[src/rtl/axi_regbank_responder_if.sv]
// Bus bundle between an AXI-lite-style master and the register-bank responder.
// Carries the five channels: read address (AR), read data (R), write address
// (AW), write data (W) and write response (B). Clock and reset stay outside
// the bundle as plain module ports.
//   master modport : drives addresses, data, valids on AR/AW/W, readies on R/B
//   slave modport  : drives AR/AW/W readies, read data, R/B valids, BRESPONSE
interface axi_regbank_responder_if #(
  parameter int ADDR_W = 4,
  parameter int DATA_W = 8
);
  logic [ADDR_W-1:0] read_address;
  logic              AR_VALID;
  logic              AR_READY;
  logic [DATA_W-1:0] data_read;
  logic              R_VALID;
  logic              R_READY;
  logic [ADDR_W-1:0] write_address;
  logic              AW_VALID;
  logic              AW_READY;
  logic [DATA_W-1:0] write_data;
  logic              W_VALID;
  logic              W_READY;
  logic              B_VALID;
  logic              B_READY;
  logic [3:0]        BRESPONSE;

  modport master (
    output read_address, AR_VALID, R_READY,
    output write_address, AW_VALID, write_data, W_VALID, B_READY,
    input  AR_READY, data_read, R_VALID,
    input  AW_READY, W_READY, B_VALID, BRESPONSE
  );

  modport slave (
    input  read_address, AR_VALID, R_READY,
    input  write_address, AW_VALID, write_data, W_VALID, B_READY,
    output AR_READY, data_read, R_VALID,
    output AW_READY, W_READY, B_VALID, BRESPONSE
  );
endinterface

[src/rtl/axi_regbank_responder.sv]
// Register-bank responder for an AXI-lite-style master.
// Write address and write data are accepted independently and committed
// together; each commit returns one write response. Reads return bank
// contents after READ_WAIT wait states.
//
// Ports:
//   clk  - single clock, rising edge
//   rst  - asynchronous active-low reset
//   bus  - axi_regbank_responder_if.slave (AR, R, AW, W, B channels)
//
// Build option: define AXI_RESP_ERR_EN to answer out-of-range writes with
// BRESPONSE = 4'h2 (SLVERR); otherwise BRESPONSE is always 4'h0.
//
// Write FSM
//   state   | meaning
//   WR_IDLE | waiting for AW and/or W, both readies high
//   WR_ADDR | address held, waiting for W
//   WR_DATA | data held, waiting for AW
//   WR_RESP | write committed, B_VALID high until B handshake
// Read FSM
//   state   | meaning
//   RD_IDLE | waiting for AR, AR_READY high
//   RD_WAIT | counting down wait states
//   RD_DATA | R_VALID high, data_read held until R handshake
module axi_regbank_responder #(
  parameter int ADDR_W    = 4,
  parameter int DATA_W    = 8,
  parameter int NUM_REGS  = 12,
  parameter int READ_WAIT = 1
) (
  input logic                     clk,
  input logic                     rst,
  axi_regbank_responder_if.slave  bus
);

  typedef enum logic [1:0] {WR_IDLE, WR_ADDR, WR_DATA, WR_RESP} wr_state_t;
  typedef enum logic [1:0] {RD_IDLE, RD_WAIT, RD_DATA} rd_state_t;

  wr_state_t         wr_state, wr_next;
  rd_state_t         rd_state, rd_next;
  // Low during reset and the first cycle after release so readies stay 0.
  logic              live;
  logic [DATA_W-1:0] bank [NUM_REGS];
  logic [ADDR_W-1:0] aw_addr_q;
  logic [DATA_W-1:0] w_data_q;
  logic [3:0]        wait_cnt;
  logic [DATA_W-1:0] rd_data_q;

  logic              aw_hs, w_hs, ar_hs, b_hs, r_hs;
  logic              commit;
  logic [ADDR_W-1:0] commit_addr;
  logic [DATA_W-1:0] commit_data;
  logic              rd_sample;
  logic [ADDR_W-1:0] rd_sample_addr;
  logic [ADDR_W-1:0] ar_addr_q;
  logic [DATA_W-1:0] rd_sample_data;

  function automatic logic in_range(input logic [ADDR_W-1:0] a);
    return int'(a) < NUM_REGS;
  endfunction

  assign bus.AW_READY  = live && (wr_state == WR_IDLE || wr_state == WR_DATA);
  assign bus.W_READY   = live && (wr_state == WR_IDLE || wr_state == WR_ADDR);
  assign bus.B_VALID   = (wr_state == WR_RESP);
  assign bus.AR_READY  = live && (rd_state == RD_IDLE);
  assign bus.R_VALID   = (rd_state == RD_DATA);
  assign bus.data_read = rd_data_q;

  assign aw_hs = bus.AW_VALID && bus.AW_READY;
  assign w_hs  = bus.W_VALID  && bus.W_READY;
  assign b_hs  = bus.B_VALID  && bus.B_READY;
  assign ar_hs = bus.AR_VALID && bus.AR_READY;
  assign r_hs  = bus.R_VALID  && bus.R_READY;

  always_comb begin
    wr_next     = wr_state;
    commit      = 1'b0;
    commit_addr = aw_addr_q;
    commit_data = w_data_q;
    case (wr_state)
      WR_IDLE: begin
        if (aw_hs && w_hs) begin
          wr_next     = WR_RESP;
          commit      = 1'b1;
          commit_addr = bus.write_address;
          commit_data = bus.write_data;
        end else if (aw_hs) begin
          wr_next = WR_ADDR;
        end else if (w_hs) begin
          wr_next = WR_DATA;
        end
      end
      WR_ADDR: begin
        if (w_hs) begin
          wr_next     = WR_RESP;
          commit      = 1'b1;
          commit_data = bus.write_data;
        end
      end
      WR_DATA: begin
        if (aw_hs) begin
          wr_next     = WR_RESP;
          commit      = 1'b1;
          commit_addr = bus.write_address;
        end
      end
      WR_RESP: begin
        if (b_hs) wr_next = WR_IDLE;
      end
      default: wr_next = WR_IDLE;
    endcase
  end

  always_comb begin
    rd_next        = rd_state;
    rd_sample      = 1'b0;
    rd_sample_addr = ar_addr_q;
    case (rd_state)
      RD_IDLE: begin
        if (ar_hs) begin
          rd_sample_addr = bus.read_address;
          if (READ_WAIT == 0) begin
            rd_next   = RD_DATA;
            rd_sample = 1'b1;
          end else begin
            rd_next = RD_WAIT;
          end
        end
      end
      RD_WAIT: begin
        if (wait_cnt == 4'd0) begin
          rd_next   = RD_DATA;
          rd_sample = 1'b1;
        end
      end
      RD_DATA: begin
        if (r_hs) rd_next = RD_IDLE;
      end
      default: rd_next = RD_IDLE;
    endcase
  end

  // Sampled with the pre-edge bank, so a commit on the same edge is not seen.
  assign rd_sample_data = in_range(rd_sample_addr) ? bank[rd_sample_addr] : '0;

  always_ff @(posedge clk or negedge rst) begin
    if (!rst) begin
      live      <= 1'b0;
      wr_state  <= WR_IDLE;
      rd_state  <= RD_IDLE;
      aw_addr_q <= '0;
      w_data_q  <= '0;
      ar_addr_q <= '0;
      wait_cnt  <= '0;
      rd_data_q <= '0;
    end else begin
      live     <= 1'b1;
      wr_state <= wr_next;
      rd_state <= rd_next;
      if (aw_hs) aw_addr_q <= bus.write_address;
      if (w_hs)  w_data_q  <= bus.write_data;
      if (ar_hs) begin
        ar_addr_q <= bus.read_address;
        wait_cnt  <= 4'(READ_WAIT - 1);
      end else if (rd_state == RD_WAIT && wait_cnt != 4'd0) begin
        wait_cnt <= wait_cnt - 4'd1;
      end
      if (rd_sample) rd_data_q <= rd_sample_data;
    end
  end

  always_ff @(posedge clk or negedge rst) begin
    if (!rst) begin
      for (int i = 0; i < NUM_REGS; i++) bank[i] <= '0;
    end else if (commit && in_range(commit_addr)) begin
      bank[commit_addr] <= commit_data;
    end
  end

`ifdef AXI_RESP_ERR_EN
  logic [3:0] bresp_q;
  always_ff @(posedge clk or negedge rst) begin
    if (!rst)        bresp_q <= 4'h0;
    else if (commit) bresp_q <= in_range(commit_addr) ? 4'h0 : 4'h2;
  end
  assign bus.BRESPONSE = bresp_q;
`else
  assign bus.BRESPONSE = 4'h0;
`endif

endmodule

[src/flat_wrapper.sv]
// flat-port wrapper written by rule: the top's interface ports become plain ports
module axi_regbank_responder_flat 
#(
  parameter int ADDR_W    = 4,
  parameter int DATA_W    = 8,
  parameter int NUM_REGS  = 12,
  parameter int READ_WAIT = 1
)
  (clk, rst, bus_read_address, bus_AR_VALID, bus_R_READY, bus_write_address, bus_AW_VALID, bus_write_data, bus_W_VALID, bus_B_READY, bus_AR_READY, bus_data_read, bus_R_VALID, bus_AW_READY, bus_W_READY, bus_B_VALID, bus_BRESPONSE);
  axi_regbank_responder_if #(.ADDR_W(ADDR_W), .DATA_W(DATA_W)) bus_i ();
  input logic clk;
  input logic rst;
  input wire logic [$bits(bus_i.read_address)-1:0] bus_read_address;
  input wire logic [$bits(bus_i.AR_VALID)-1:0] bus_AR_VALID;
  input wire logic [$bits(bus_i.R_READY)-1:0] bus_R_READY;
  input wire logic [$bits(bus_i.write_address)-1:0] bus_write_address;
  input wire logic [$bits(bus_i.AW_VALID)-1:0] bus_AW_VALID;
  input wire logic [$bits(bus_i.write_data)-1:0] bus_write_data;
  input wire logic [$bits(bus_i.W_VALID)-1:0] bus_W_VALID;
  input wire logic [$bits(bus_i.B_READY)-1:0] bus_B_READY;
  output wire logic [$bits(bus_i.AR_READY)-1:0] bus_AR_READY;
  output wire logic [$bits(bus_i.data_read)-1:0] bus_data_read;
  output wire logic [$bits(bus_i.R_VALID)-1:0] bus_R_VALID;
  output wire logic [$bits(bus_i.AW_READY)-1:0] bus_AW_READY;
  output wire logic [$bits(bus_i.W_READY)-1:0] bus_W_READY;
  output wire logic [$bits(bus_i.B_VALID)-1:0] bus_B_VALID;
  output wire logic [$bits(bus_i.BRESPONSE)-1:0] bus_BRESPONSE;
  assign bus_i.read_address = bus_read_address;
  assign bus_i.AR_VALID = bus_AR_VALID;
  assign bus_i.R_READY = bus_R_READY;
  assign bus_i.write_address = bus_write_address;
  assign bus_i.AW_VALID = bus_AW_VALID;
  assign bus_i.write_data = bus_write_data;
  assign bus_i.W_VALID = bus_W_VALID;
  assign bus_i.B_READY = bus_B_READY;
  assign bus_AR_READY = bus_i.AR_READY;
  assign bus_data_read = bus_i.data_read;
  assign bus_R_VALID = bus_i.R_VALID;
  assign bus_AW_READY = bus_i.AW_READY;
  assign bus_W_READY = bus_i.W_READY;
  assign bus_B_VALID = bus_i.B_VALID;
  assign bus_BRESPONSE = bus_i.BRESPONSE;
  axi_regbank_responder #(.ADDR_W(ADDR_W), .DATA_W(DATA_W), .NUM_REGS(NUM_REGS), .READ_WAIT(READ_WAIT)) u_core (.clk(clk), .rst(rst), .bus(bus_i));
endmodule
[config.mk]
export PLATFORM = sky130hd
export DESIGN_NAME = axi_regbank_responder_flat
export DESIGN_NICKNAME = d
export VERILOG_FILES = /design/src/rtl/axi_regbank_responder_if.sv /design/src/rtl/axi_regbank_responder.sv /design/src/flat_wrapper.sv
export SDC_FILE = /design/constraint.sdc
export NUM_CORES = 1
export LEC_CHECK = 0
export CORE_MARGIN = 5
export CORE_UTILIZATION = 55
export CTS_CLUSTER_SIZE = 8
export DETAILED_ROUTE_END_ITERATION = 8
export PLACE_DENSITY = 0.83
export SLEW_MARGIN = 0
export SYNTH_ARGS = -nofsm -noshare
export SYNTH_HDL_FRONTEND = slang
export SYNTH_SLANG_ARGS = --single-unit
[constraint.sdc]
create_clock -name clk -period 7.9 [get_ports clk]
set_clock_uncertainty 0.15 [all_clocks]
set_input_delay 1.58 -clock clk [delete_from_list [all_inputs] [get_ports clk]]
set_output_delay 1.58 -clock clk [all_outputs]
set_load 0.02 [all_outputs]
class_map.png
Fill, decap, tap and diode cells in gray.
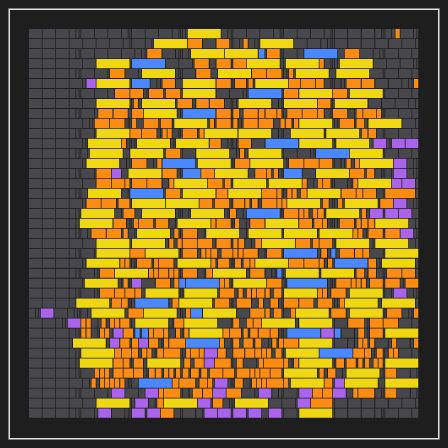
| color | class | cells | share of their area |
|---|---|---|---|
| blue | clock drivers and dummy loads | 29 | 7.6% |
| orange | remaining logic cells | 408 | 41% |
| purple | remaining buffers and delay cells | 43 | 5.8% |
| yellow | registers | 129 | 46% |

route_heat.png
Bar = 20 um. The die is cut into 23 by 23 equal tiles; black is low, pale yellow is high, scaled to the fullest tile. Values are wire area over tile area, all layers added.
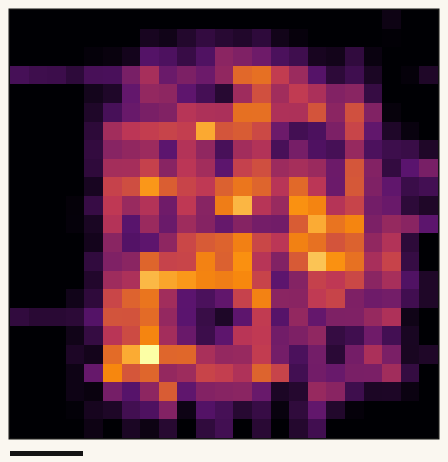
densest ninth of the die: center
fullest tile: 0.69
nearly empty tiles: 27%

==> impl_metrics.py <==
# Physical implementation metrics
metrics = {
    "min_path": {
        "min_from": "u_core.bank[73]$_DFFE_PN0P_",
        "whs_endpoint": "u_core.bank[73]$_DFFE_PN0P_",
        "hp-class": "flop to flop",
    },
    "logic_synthesis": {
        "adder_share_pct": 1.20,
        "edf_count": 0,
        "xor_share_pct": 0.421,
        "compound_area_share_pct": 10.6,
        "yosysSeqAreaShare_pct": 51.7,
        "numSynthFlops": 129,
        "synth_area_per_cell_um2": 11.1,
        "ys.flop_type": "dfrtp_1",
        "top_cells_by_count": "dfrtp_1, nand2_1, mux2_2",
        "synth.most_common_cell": "dfrtp_1",
        "ys_warn_count": 0,
        "yosysTopAreaCell": "dfrtp_1",
        "netlist_instances": 564,
        "top_cell_area_share_pct": 51.7,
        "ys_chip_area_mm2": 0.00625,
        "ys_sh_mux_pct": 21.8,
        "area_leaders": "dfrtp_1, mux2_2, nand2_1, mux2i_1, a22oi_1",
        "syn_area_mm2": 0.00625,
        "synth_cell_types": 50,
        "synthTopLogicFamily": "multiplexers",
        "synthSimpleGateAreaFrac_pct": 11.2,
        "ys_cells": 564,
        "async_flop_share_pct": 100,
    },
    "detailed_routing": {
        "drc": 0,
        "drtIter0Drc": 465,
        "vias_per_cell": 6.19,
        "vias": 4654,
        "routedWlPerCell_um": 19.7,
        "ant_nets": 0,
        "wl_um": 14800,
        "dr.pass1.iters": 5,
    },
    "clock_tree": {
        "cts_setup_buffers": 0,
        "clock_latency_ps": 420,
        "cts_resized": 0,
        "numCtsBuffers": 17,
        "clk_path_buf_depth": 2,
        "cts_tree": "done",
        "htreeDepth": 4,
        "postCtsHoldBufs": 0,
        "clockRootBuffer": "clkbuf_16",
        "clk_pin_slew_ps": 50,
        "clock-sinks": 129,
    },
    "grt": {
        "grt_pass1_vias": 4774,
        "grt_usage_pct": 23.7,
        "antenna_found_initial": 0,
        "grt_max_degree": 70,
        "grt_overflow": 0,
        "grt_pass1_wl_um": 24400,
    },
    "timing": {
        "finalClockPeriodUsage_pct": 54.4,
        "tightest_slew_ps": 1120,
        "fmax_mhz": 233,
        "relSlewSlack_pct": 24.8,
        "whs_ps": 348,
        "final_max_slew_viol_count": 0,
        "finalSetupTns_ps": 0,
        "layout_setup_ws_ps": 3600,
        "setup_viol": 0,
        "hold_viol_final": 0,
        "min_period_ps": 4300,
        "rsz0062_at_grt": "no",
    },
    "setup_path": {
        "critPathBufInv": 1,
        "cp-end-kind": "flop",
        "regToRegEndpoint": "u_core.bank[11]$_DFFE_PN0P_",
        "setup.worst_path.start_class": "input pin",
        "path_cells": "clkdlybuf4s50_1 -> o211ai_2 -> nor3_1 -> and3b_1 -> or3b_4 -> nor2b_1 -> mux2_2",
        "crit_family": "simple AND/OR/NAND/NOR gates",
        "arrival_ps": 4440,
        "crit_cells": 7,
        "timing.rr.start": "u_core.wr_state[0]$_DFFE_PN0P_",
        "r2r_cells": 8,
        "r2r_slack_ps": 4290,
        "cp_slowest_stage_delay_ps": 610,
        "path_max_fanout": 18,
        "crit_type": "input pin to flop",
        "crit_path_top_delay_cell": "clkdlybuf4s50_1",
    },
    "floorplan": {
        "die_x_um": 117,
        "die_y_um": 117,
        "core_mm2": 0.0113,
        "initCoreUtil_pct": 55.4,
        "io_pins": 40,
        "die_area_mm2": 0.0136,
    },
    "power_and_ir_drop": {
        "p_leak_nw": 3.38,
        "total_power_w": 0.00295,
        "powerDensity_mw_per_mm2": 406,
        "ir_drop_mv": 0.416,
    },
    "place": {
        "gp_congestion": 0.840,
        "dpl.cell_count": 723,
        "place_hpwl_um": 9420,
        "portBuffers": 35,
        "postPlaceCellArea_mm2": 0.00672,
        "pre_cts_ws_ps": 3210,
    },
    "final_layout": {
        "final_cells": 752,
        "final_area_mm2": 0.00725,
        "diodes": 0,
        "nFillCells": 822,
        "area_growth_pct": 16.1,
        "nets": 628,
        "post-route-util_pct": 64.4,
        "drive_gt1_share_pct": 23.6,
    },
    "job": {
        "log.warning_count": 30,
        "drv_cap": 0,
    },
    "status": {
        "status": "complete, no violations",
    },
}
ff_map.png
Other sequential cells in the stronger gray, the rest of the logic in the fainter gray.
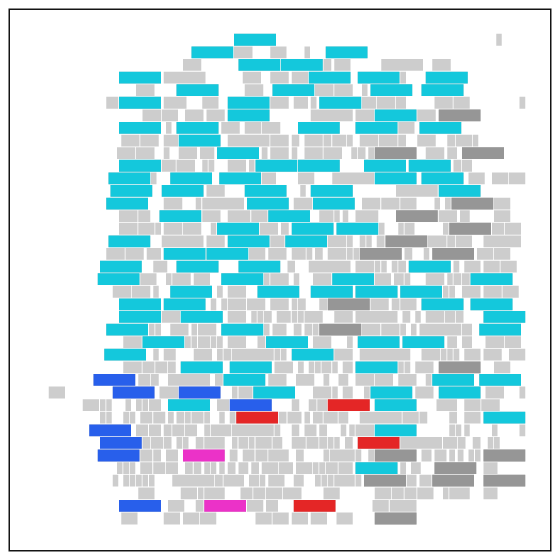
| color | name in the netlist | placed flops |
|---|---|---|
| red | u_core.aw_addr_q | 4 |
| magenta | u_core.wr_state | 2 |
| cyan | u_core.bank | 96 |
| blue | u_core.w_data_q | 8 |
not colored: 19

[cells in the final DEF (no fill, tap or decap), types with 10 or more instances in the layout]
cell type and n:
o22ai_1 10, inv_1 10, mux2i_1 26, clkbuf_16 17
a22oi_1 17, a21oi_1 22, a32oi_1 12, o21ai_0 17
nor2_1 25, dfrtp_1 129, mux2_2 95, clkdlybuf4s50_1 34
nand2_1 105
[sequential cells by signal (all words and copies together), names as in the netlist]
name,count
u_core.bank,96
u_core.rd_state,2
u_core.w_data_q,8
u_core.live,1
u_core.wr_state,2
u_core.aw_addr_q,4
u_core.wait_cnt,4
u_core.ar_addr_q,4
u_core.bus.data_read,8
[per-layer routing]
metal,GRT usage (%),vias to the layer above,wire [um]
met5,0,-,0
met4,10.8,0,389
met3,6.27,34,1130
met2,38.0,196,7410
met1,30.3,2357,5910
li1,-,2067,-
[where the power goes]
| part | internal [W] | switching (W) |
|---|---|---|
| clock network | 0.000449 | 0.000266 |
| logic | 0.000474 | 0.000687 |
| registers | 0.000914 | 0.000157 |
[layout make-up]
cell class	count	area [um2]	area share, %
multi-input cells	397	2860	39.4
repair buffers	43	408	5.62
clock inverters	6	58.8	0.811
inverters	11	41.3	0.569
well taps	143	179	2.47
clock buffers	23	478	6.59
flip-flops and latches	129	3230	44.5
[worst max path at each step]
stage                     slack [ps]    startpoint                     endpoint
final                           3600  bus_AW_VALID  u_core.bank[11]$_DFFE_PN0P_
after global routing            3390  bus_AW_VALID  u_core.bank[11]$_DFFE_PN0P_
after CTS                       3640  bus_AW_VALID  u_core.bank[12]$_DFFE_PN0P_
after detailed placement        3210  bus_AW_VALID  u_core.bank[12]$_DFFE_PN0P_
after global placement          3340  bus_AW_VALID   u_core.bank[8]$_DFFE_PN0P_
after floorplan                 4480   bus_W_VALID  u_core.bank[10]$_DFFE_PN0P_
Power is estimated from default activity; no workload was simulated.
